### config.mk
export PLATFORM = sky130hd
export DESIGN_NAME = direction_conditioner_flat
export DESIGN_NICKNAME = d
export VERILOG_FILES = /design/src/rtl/direction_conditioner_if.sv /design/src/rtl/direction_conditioner.sv /design/src/flat_wrapper.sv
export SDC_FILE = /design/constraint.sdc
export NUM_CORES = 1
export LEC_CHECK = 0
export CAP_MARGIN = 10
export CORE_ASPECT_RATIO = 0.8
export CORE_MARGIN = 1
export CORE_UTILIZATION = 35
export DETAILED_ROUTE_END_ITERATION = 12
export PLACE_DENSITY_LB_ADDON = 0.12
export SYNTH_ARGS = -nofsm -noshare
export SYNTH_HDL_FRONTEND = slang
export SYNTH_SLANG_ARGS = --single-unit
### constraint.sdc
create_clock -name clock -period 2.6 [get_ports clock]
set_input_delay 0.52 -clock clock [delete_from_list [all_inputs] [get_ports clock]]
set_output_delay 0.52 -clock clock [all_outputs]
set_load 0.01 [all_outputs]
### src/rtl/direction_conditioner_if.sv
// Key/direction bundle between the raw button inputs and the direction conditioner.
// The driver of the raw keys takes master; the conditioner takes slave.
interface direction_conditioner_if;
  logic [3:0] key_n;
  logic [3:0] player_direction;
  logic [3:0] key_stable;

  modport master (
    output key_n,
    input  player_direction,
    input  key_stable
  );

  modport slave (
    input  key_n,
    output player_direction,
    output key_stable
  );
endinterface

### src/rtl/direction_conditioner.sv
// Synchronise, debounce and one-hot encode the four active-low direction buttons.
// Optional auto-repeat gaps are compiled in when DIR_REPEAT_EN is defined.
module direction_conditioner #(
  parameter int unsigned DEBOUNCE_CYCLES = 500000,
  parameter int unsigned REPEAT_CYCLES   = 12500000,
  parameter int unsigned GAP_CYCLES      = 4
) (
  input logic                     clock,
  input logic                     reset_n,
  direction_conditioner_if.slave  bus
);

  localparam int unsigned DbW = $clog2(DEBOUNCE_CYCLES + 1);
  localparam logic [DbW-1:0] DbMax = DbW'(DEBOUNCE_CYCLES - 1);

`ifdef DIR_REPEAT_EN
  localparam int unsigned RcW = $clog2(REPEAT_CYCLES + 1);
  localparam int unsigned GcW = $clog2(GAP_CYCLES + 1);
  localparam logic [RcW-1:0] RcMax = RcW'(REPEAT_CYCLES - 1);
  localparam logic [GcW-1:0] GcMax = GcW'(GAP_CYCLES - 1);
`endif

`ifdef DIR_REPEAT_EN
  typedef enum logic [1:0] {StIdle, StHold, StGap} state_e;
`else
  typedef enum logic [1:0] {StIdle, StHold} state_e;
`endif

  // Two-flop synchroniser; flops idle at 1 (released).
  logic [3:0] sync1_q, sync2_q;
  logic [3:0] synced;

  always_ff @(posedge clock or negedge reset_n) begin
    if (!reset_n) begin
      sync1_q <= 4'hF;
      sync2_q <= 4'hF;
    end else begin
      sync1_q <= bus.key_n;
      sync2_q <= sync1_q;
    end
  end

  assign synced = ~sync2_q;

  // Per-key debounce: stable level moves only after DEBOUNCE_CYCLES consecutive disagreements.
  logic [3:0]           stable_q, stable_d;
  logic [3:0][DbW-1:0]  db_cnt_q, db_cnt_d;

  always_comb begin
    stable_d = stable_q;
    db_cnt_d = db_cnt_q;
    for (int i = 0; i < 4; i++) begin
      if (synced[i] != stable_q[i]) begin
        if (db_cnt_q[i] == DbMax) begin
          stable_d[i] = synced[i];
          db_cnt_d[i] = '0;
        end else begin
          db_cnt_d[i] = db_cnt_q[i] + 1'b1;
        end
      end else begin
        db_cnt_d[i] = '0;
      end
    end
  end

  always_ff @(posedge clock or negedge reset_n) begin
    if (!reset_n) begin
      stable_q <= '0;
      db_cnt_q <= '0;
    end else begin
      stable_q <= stable_d;
      db_cnt_q <= db_cnt_d;
    end
  end

  assign bus.key_stable = stable_q;

  // Ambiguous chords produce no direction at all.
  logic [3:0] cand;
  assign cand = $onehot(stable_q) ? stable_q : 4'b0000;

  state_e     state_q, state_d;
  logic [3:0] dir_q, dir_d;
  logic [3:0] out_q, out_d;
`ifdef DIR_REPEAT_EN
  logic [RcW-1:0] rcnt_q, rcnt_d;
  logic [GcW-1:0] gcnt_q, gcnt_d;
`endif

  always_comb begin
    state_d = state_q;
    dir_d   = dir_q;
    out_d   = out_q;
`ifdef DIR_REPEAT_EN
    rcnt_d  = rcnt_q;
    gcnt_d  = gcnt_q;
`endif
    unique case (state_q)
      StIdle: begin
        out_d = '0;
        if (cand != '0) begin
          state_d = StHold;
          dir_d   = cand;
          out_d   = cand;
`ifdef DIR_REPEAT_EN
          rcnt_d  = '0;
`endif
        end
      end
      StHold: begin
        if (cand == '0) begin
          state_d = StIdle;
          out_d   = '0;
        end else if (cand != dir_q) begin
          // Direction switch is immediate; no gap inserted.
          dir_d   = cand;
          out_d   = cand;
`ifdef DIR_REPEAT_EN
          rcnt_d  = '0;
`endif
        end else begin
          out_d = dir_q;
`ifdef DIR_REPEAT_EN
          if (rcnt_q == RcMax) begin
            state_d = StGap;
            out_d   = '0;
            gcnt_d  = '0;
          end else begin
            rcnt_d = rcnt_q + 1'b1;
          end
`endif
        end
      end
`ifdef DIR_REPEAT_EN
      StGap: begin
        // Key changes are ignored until the gap has fully elapsed.
        out_d = '0;
        if (gcnt_q == GcMax) begin
          if (cand == dir_q) begin
            state_d = StHold;
            out_d   = dir_q;
            rcnt_d  = '0;
          end else begin
            state_d = StIdle;
          end
        end else begin
          gcnt_d = gcnt_q + 1'b1;
        end
      end
`endif
      default: begin
        state_d = StIdle;
        out_d   = '0;
      end
    endcase
  end

  always_ff @(posedge clock or negedge reset_n) begin
    if (!reset_n) begin
      state_q <= StIdle;
      dir_q   <= '0;
      out_q   <= '0;
`ifdef DIR_REPEAT_EN
      rcnt_q  <= '0;
      gcnt_q  <= '0;
`endif
    end else begin
      state_q <= state_d;
      dir_q   <= dir_d;
      out_q   <= out_d;
`ifdef DIR_REPEAT_EN
      rcnt_q  <= rcnt_d;
      gcnt_q  <= gcnt_d;
`endif
    end
  end

  assign bus.player_direction = out_q;

endmodule

### src/flat_wrapper.sv
// flat-port wrapper written by rule: the top's interface ports become plain ports
module direction_conditioner_flat 
#(
  parameter int unsigned DEBOUNCE_CYCLES = 500000,
  parameter int unsigned REPEAT_CYCLES   = 12500000,
  parameter int unsigned GAP_CYCLES      = 4
)
  (clock, reset_n, bus_key_n, bus_player_direction, bus_key_stable);
  direction_conditioner_if bus_i ();
  input logic clock;
  input logic reset_n;
  input wire logic [$bits(bus_i.key_n)-1:0] bus_key_n;
  output wire logic [$bits(bus_i.player_direction)-1:0] bus_player_direction;
  output wire logic [$bits(bus_i.key_stable)-1:0] bus_key_stable;
  assign bus_i.key_n = bus_key_n;
  assign bus_player_direction = bus_i.player_direction;
  assign bus_key_stable = bus_i.key_stable;
  direction_conditioner #(.DEBOUNCE_CYCLES(DEBOUNCE_CYCLES), .REPEAT_CYCLES(REPEAT_CYCLES), .GAP_CYCLES(GAP_CYCLES)) u_core (.clock(clock), .reset_n(reset_n), .bus(bus_i));
endmodule
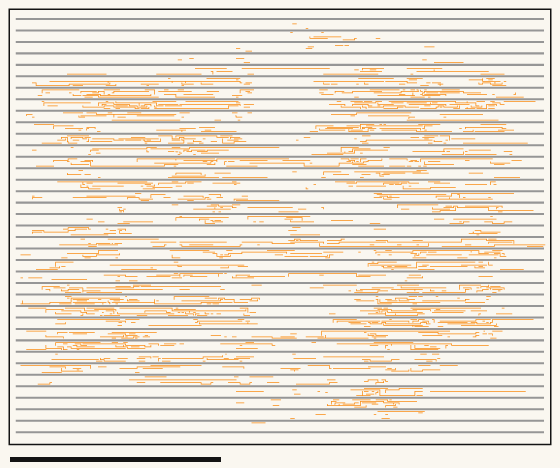
(M1 wires)
Scale bar: 50 um. Supply wires on this layer in grey.
The layer holds 52% of the routed length. The layer carries 4570 um of wire.
via count: 3130
Global Route met1 Usage: 20.9%
final WL: 8.83 mm

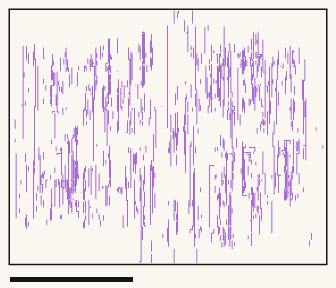
(the metal 2 layer)
Scale bar: 50 um.
378 nets have wire on it. The layer carries 3800 um of wire. The longest straight run is 41.5 um.
met2 usage: 22.6%

flip-flops by register name (all words and copies together), names as in the netlist:
name / flops
u_core.sync1_q: 4
u_core.sync2_q: 4
u_core.db_cnt_q: 76
u_core.bus.player_direction: 4
u_core.bus.key_stable: 4
metal layers:
layer | part of all wire, % | global-route usage [%] | vias to the layer above
li1 | - | - | 1558
met1 | 52 | 20.9 | 1513
met2 | 43 | 22.6 | 48
met3 | 4.0 | 3.11 | 11
met4 | 1.2 | 4.89 | 0
met5 | 0 | 0 | -
critical path, stage by stage, from the launching register on:
cell     delay [ps]
dfrtp_1         440
or4b_1          540
or4_4           570
o21ai_4         440
nor2_1          110
==> Slide: Implementation Results <==
Key Metrics from the Run

Status
  – Status: finished, final reports clean

Placed design
  – Post-DP HPWL: 6.04 mm
  – Post-placement setup slack: 367 ps
  – Routability Congestion: 0.796
  – Placed Instances: 615
  – Placed Instance Area: around 4800 um^2
  – I/O Buffers: 13

Logic synthesis
  – Synth Area per Inst: 10.3 um^2
  – Simple share: 25.3%
  – Async SR Flop Fraction: 100%
  – Top-count cell post-synth: dfrtp_1
  – Dominant cell area share: approximately 47%
  – Synth mux share: 0.225%
  – Synth Seq Share: ~52%
  – Main logic family: simple AND/OR/NAND/NOR gates
  – Cells after Synth: 430
  – XOR/XNOR Area Share: 11.0%
  – Synthesis Warnings: 0
  – Synth area leaders: dfrtp_1 (47%), xnor2_1 (9.9%), nor2_1 (5.7%)
  – Ao+oa area frac: 6.37%
  – Fa+ha+maj area frac: ~2.4%
  – Syn Nets: 444
  – Synth Flop Type: dfrtp_1
  – Flops after synth: 92
  – Ys cells: between 400 and 500
  – Synth top cells by count: dfrtp_1 (84), nor2_1 (68), xnor2_1 (50)
  – Cell taking the most area after synthesis: dfrtp_1

Floorplanning
  – Pre-Place Util: 36.3%
  – Core area: 12300 um^2
  – Die height: 103 um
  – Die Width: 128 um
  – Tapcells: ~170
  – Cell Rows: 36
  – Chip area: 13100 um^2
  – IO Pins: 14

Setup path
  – Setup crit end kind: flop
  – CP Launch Type: flop
  – CP Capture Point: u_core.db_cnt_q[65]$_DFF_PN0_
  – Worst Setup SP: u_core.db_cnt_q[68]$_DFF_PN0_
  – Crit path DAT: 2430 ps
  – Required time of the critical path: 2810 ps
  – Crit path kind: reg -> reg
  – R2R Path Start: u_core.db_cnt_q[68]$_DFF_PN0_
  – R2R Setup Slk: 380 ps

Global route
  – First-pass GRT wire length: 15.2 mm
  – Largest net degree at the start of global routing: 48
  – Initial antenna violation count: 0
  – Vias in the first global route: 3113
  – Total GRT Usage: 14.7%
  – Grt ovf: 0

Final layout
  – Clock buffer cells: 15
  – FF+latch area: 2310 um^2
  – Sequential share of cell area: between 40% and 50%
  – Num sequential: 92
  – Share of layout cells above drive strength 1: 9.78%
  – Ant diodes: 0
  – # nets final: 469
  – Area growth, synth to finish: 14.2%
  – Top cell category: sequential cells
  – Multi-input combinational cell count: 314
  – Commonest Layout Cell: dfrtp_1
  – Filler Cell Count: 1217
  – Bufs w/o clock: 19
  – Fraction of area in multi-input gates: about 40%
  – Logic cell area: 2010 um^2
  – Signal inverters: 19
  – Final instance area: 5070 um^2
  – Final Util: 41.4%
  – Non-Filler Instances: 631
  – Top cells excl fill/tap: dfrtp_1 (84), nor2_1 (68), xnor2_1 (50)

Final timing
  – Worst-Margin Slew: ~540 ps
  – Setup ws final: 379 ps
  – Max-slew headroom: 63.9%
  – Final setup TNS: 0 ps
  – Clock Skew: 5.41 ps
  – Highest clock rate: 450 MHz
  – RSZ-0062 raised after global routing: false
  – Final max-slew violation count: 0
  – Hold Vio Cnt, Final: 0
  – Hold Slack: 63.7 ps
  – Post-layout min period: 2220 ps
  – Final setup vio count: 0
  – Cycle use final: 85.4%

CTS
  – CTS Buf Count: 9
  – Clk sinks: 92
  – CTS tree: yes
  – Clk pin slew, worst setup/hold paths: roughly 60 ps
  – Hold_buf cts: 0
  – Clk Latency, worst-skew pair: 340 ps
  – CTS H-tree depth: 3
  – Setup Buffers After CTS: 0
  – Clock tree root driver cell: clkbuf_16
  – Max clock buf depth: 2

Route
  – Number of nets with antenna violations after routing: 0
  – Drt via density: 4.96
  – Wire per inst: about 14 um
  – DRC viols: 0

Hold path
  – Worst hold path type: in -> async

Job
  – Count of tool warnings: 26
  – Max-cap viol count: 0

Power and ir drop
  – Clk network pwr share: 43.9%
  – Tot Pwr: between 2000 and 3000 uW
  – Internal power: 2190 uW
  – Peak supply drop: 0.386 mV
  – Switching part of the total: 21.9%
  – Pwr Density: around 550 nW/um^2
  – Clock group: 1230 uW
  – Sw Pwr: between 600 and 700 uW
  – Comb power: 94.8 uW
  – Leakage power: approximately 0.0019 uW
  – Sequential share of power: 52.7%
No activity file was given, so power comes from the tool's default toggle rates.
